Fig. 1: routing congestion map
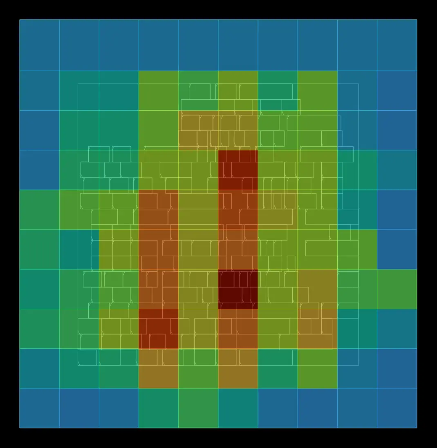
Fig. 2: M1 wires
(4 px per um)
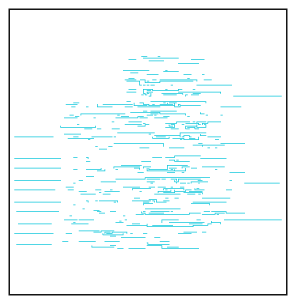
Design pc_hazard_ctrl, sky130hd; sources not shown.
==> run notes <==
Implementation results.

The run finished with clean final reports. For the finished layout, the period the worst path requires is 2.52 ns. The tree is rooted in a sky130_fd_sc_hd__clkbuf_4. The fmax is 0.397 GHz.

After global routing, the most crowded layer is met2. The register-to-register path setup slack is 0.71 ns. Per STA, the worst path is made up of dlygate4sd2_1 > xor2_1 > nor4_2 > a32oi_2 > buf_4 > o21ai_4 > and2_1 > buf_2. Post-route period utilization is reported as 96.9%.

The most common cell after layout, fill and taps aside is sky130_fd_sc_hd__clkdlybuf4s50_1. The remaining antenna violation count after routing is 0. The row count is 18. In this run the horizontal extent of the chip is 69 um. The areal power density over the cells is 547 nW/um^2. The antenna diode count is 0. The finished layout holds 182 standard cells, fillers aside. According to the hold report, the worst path is of the reg -> reg type. Summing all multi-input logic gate instances after layout gives 608 sq um. Registers represent a cell area share of 25.8%. The number of antenna violations at the first check in global routing was 0.

The combinational group share of total power is 36.1%. Once the floorplan was initialized, standard cells occupied 43.0% of the core. The total die size is 4900 sq um. The net count of the finished layout is 175.

For reference, the top cells by area after synthesis are sky130_fd_sc_hd__dfrtp_1, sky130_fd_sc_hd__xnor2_1, sky130_fd_sc_hd__xor2_1. The worst-path maximum fanout is 3. TritonCTS built the clock tree. In this run the cell area measured after placement is 1490 sq um.

The startpoint kind of the worst setup timing path is an input port. Compared with the post-synthesis result, the final layout area differs by 51.5%. The pin count of the biggest net entering global routing is 16.

The number of buffers and inverters on the critical path is 3. The total of fill cells in the finished design is 217. For reference, XOR and XNOR gates occupy 19.6% of the area reported after synthesis. STA classifies the critical path endpoint as a primary output. The fraction of area in non-clock buffers is 29.9%. The count of H-tree levels built during CTS is 1. Clock skew on the completed layout was measured at 0.00455 ns. The number of buffers inserted for hold repair after clock tree synthesis is 0. The report puts the cell count of the worst reg-to-reg path at 6. The report counts max-capacitance violations totalling 0. Per the final timing report, the hold violations number 0. The vertical extent of the die is 71 um. Summed over all nets, wire length on met2 after detailed routing comes to 1440 um.

The number of I/O port buffers is 41. The via-per-instance ratio is 5.12. Across the whole layout, multi-input logic makes up 39.1% of the cell area. When the netlist entered floorplanning its net count stood at 125. After synthesis, the largest area contributor takes up 39.0% of total cell area. The relative slew slack is 74.1%. The global placer's final weighted congestion is 0.789. The register share of total power is 43.5%. The number of flip-flops in the largest register is 16.

The mean cell area of the mapped netlist is 9.96 sq um. The critical setup path kind is in -> out. Setup repair after global routing left no endpoint under its margin. The switching power is 0.272 mW. According to the I/O placement log, the pin count is 42. The number of warning messages in the yosys log is 0. Per the detail_route log, the uppermost layer with routed signals is met4. The main kind of combinational logic by area is simple AND/OR/NAND/NOR gates. Of the synthesized area, sequential elements account for 39.0%. On the worst path, the slowest cell contributes a delay of 0.32 ns. After layout, the inverter instance count without clock inverters stands at 2. The worst VDD IR drop from the latest analysis is 366 uV. The wire length of the first global-routing pass is 4720 um. The total overflow left after global routing is 0. For the final routed database, the setup TNS stands at 0 ns. The layout sequential cell count is 16. The number of multi-input combinational cells in the layout is 81.

The number of standard cells after synthesis is 103. The switching portion of total power is 32.0%. The layout report lists the clock-cell share of area as 2.33%.

By area, the class that comes first in the final layout consists of multi-input combinational cells. Grouping stages by cell kind, the critical path spends the most delay in buffers and inverters. The total clock sinks is 16. The cell at the slowest stage of the critical path is sky130_fd_sc_hd__nor4_2. Summing all flip-flop and latch instances after layout gives 400 sq um. In this run the tools logged warnings totalling 26.

The pre-CTS setup check shows a worst slack of -0.439 ns. The routed length per instance is 15.4 um. The fraction of final layout cells sized beyond drive strength 1 is 15.8%. The number of buffers between clock root and the deepest sink is 2.

The number of non-clock buffers is 49. The leakage power summed over all cells is 0.663 nW. The internal portion of total power is 0.578 mW. The post-route report lists met1 wire length as 1050 um. Yosys stat counts 103 cells in the synthesized netlist. Total power for the finished layout comes to 0.850 mW.

The iteration-0 DRC count of the detailed router is 28. The clock network is responsible for 20.4% of the overall power. The via count of the first global-routing pass came to 1,022. The iteration count recorded for the first detailed-route pass is 4.

Of the total synthesized cell area, the portion taken by full adders, half adders and majority gates is 1.22%. The CTS buffer count is 3. The distinct cell type count after synthesis is 29. The post-route cell area is 1550 sq um. The number of failing setup endpoints in the final timing report is 0. On the final layout, the worst hold slack is 0.500 ns.

Multiplexer cells account for 3.54% of the synthesized area. The floorplan report lists the tap cell count as 30. The clock-pin transition on the worst setup and hold timing paths is 0.10 ns.

The cell type with the largest total area after synthesis is sky130_fd_sc_hd__dfrtp_1. The required time at the worst endpoint is listed as 2.08 ns. Per the final report, max-transition violations number 0. The area figure in the yosys stat output is 1030 sq um. Hold analysis shows the worst path with a depth of 1. The count of clock buffers in the final design is 4. The most common logic cells in the final layout are sky130_fd_sc_hd__clkdlybuf4s50_1, sky130_fd_sc_hd__dfrtp_1, sky130_fd_sc_hd__xnor2_1. Per the OpenROAD floorplan log, the area of the core is 2390 sq um. The post-synthesis compound-gate area fraction is 5.85%. The clock latency reported for the late side of the worst-skew pair is 0.30 ns.

The sum of net half-perimeters after detailed placement is 2280 um. The worst-margin pin slew is 0.387 ns. The timing report lists the critical path depth as 8 cells. Counting flops and latches in the post-synthesis netlist gives 16.

The number of remaining DRC errors is 0. Once routing completed, OpenROAD measured the worst setup slack at 0.0816 ns. The cell area after synthesis is 1030 sq um. Counting tap cells, the placed design contains a total of 177 instances.
## Picture notes: Fig. 1
GR Layer Usage met1: 11.2%
Global Route met2 Usage: 20.6%
post-route core utilization: 65.1%
met3 usage: 4.74%

## Picture notes: Fig. 2
main direction: horizontal
nets with wire on the layer: 152
total length of routed wires: 2800 um
count of vias placed by the detailed router: 932

-- cells in the mapped netlist --
master and n:
sky130_fd_sc_hd__ha_1 1, sky130_fd_sc_hd__o21ai_0 1, sky130_fd_sc_hd__nand3b_1 1, sky130_fd_sc_hd__and2_2 1, sky130_fd_sc_hd__dfrtp_1 16, sky130_fd_sc_hd__buf_4 3
sky130_fd_sc_hd__mux2_1 1, sky130_fd_sc_hd__xnor2_1 14, sky130_fd_sc_hd__inv_1 2, sky130_fd_sc_hd__buf_6 1, sky130_fd_sc_hd__nor3_1 2, sky130_fd_sc_hd__a32oi_1 1
sky130_fd_sc_hd__mux2i_1 1, sky130_fd_sc_hd__nand4_1 5, sky130_fd_sc_hd__nor4_2 1, sky130_fd_sc_hd__nor2_1 8, sky130_fd_sc_hd__o21ai_4 1, sky130_fd_sc_hd__and3_1 6
sky130_fd_sc_hd__mux2_4 1, sky130_fd_sc_hd__or4_1 1, sky130_fd_sc_hd__nand2_1 5, sky130_fd_sc_hd__a31oi_4 1, sky130_fd_sc_hd__xor2_1 9, sky130_fd_sc_hd__and2b_2 1
sky130_fd_sc_hd__and3_4 1, sky130_fd_sc_hd__or2b_1 1, sky130_fd_sc_hd__o21ai_2 1, sky130_fd_sc_hd__nand3_1 13, sky130_fd_sc_hd__and2_1 3
-- what timing repair did --
| action | 4_1_cts | 5_1_grt |
|---|---|---|
| hold endpoints to repair | 0 | 0 |
| pin swaps | 4 | 4 |
| endpoints found under the setup margin | 3 | 3 |
| resized | 15 | 5 |
| setup buffers | 1 | 0 |
-- power by group through the flow --
stage	clock network, mW	logic, mW	registers [mW]
3_3_place_gp	0	0.303	0.370
6_report	0.174	0.307	0.369
5_1_grt	0.182	0.340	0.386
2_1_floorplan	0	0.129	0.366
3_5_place_dp	0	0.310	0.375
4_1_cts	0.174	0.311	0.370
Power is estimated from default activity; no workload was simulated.
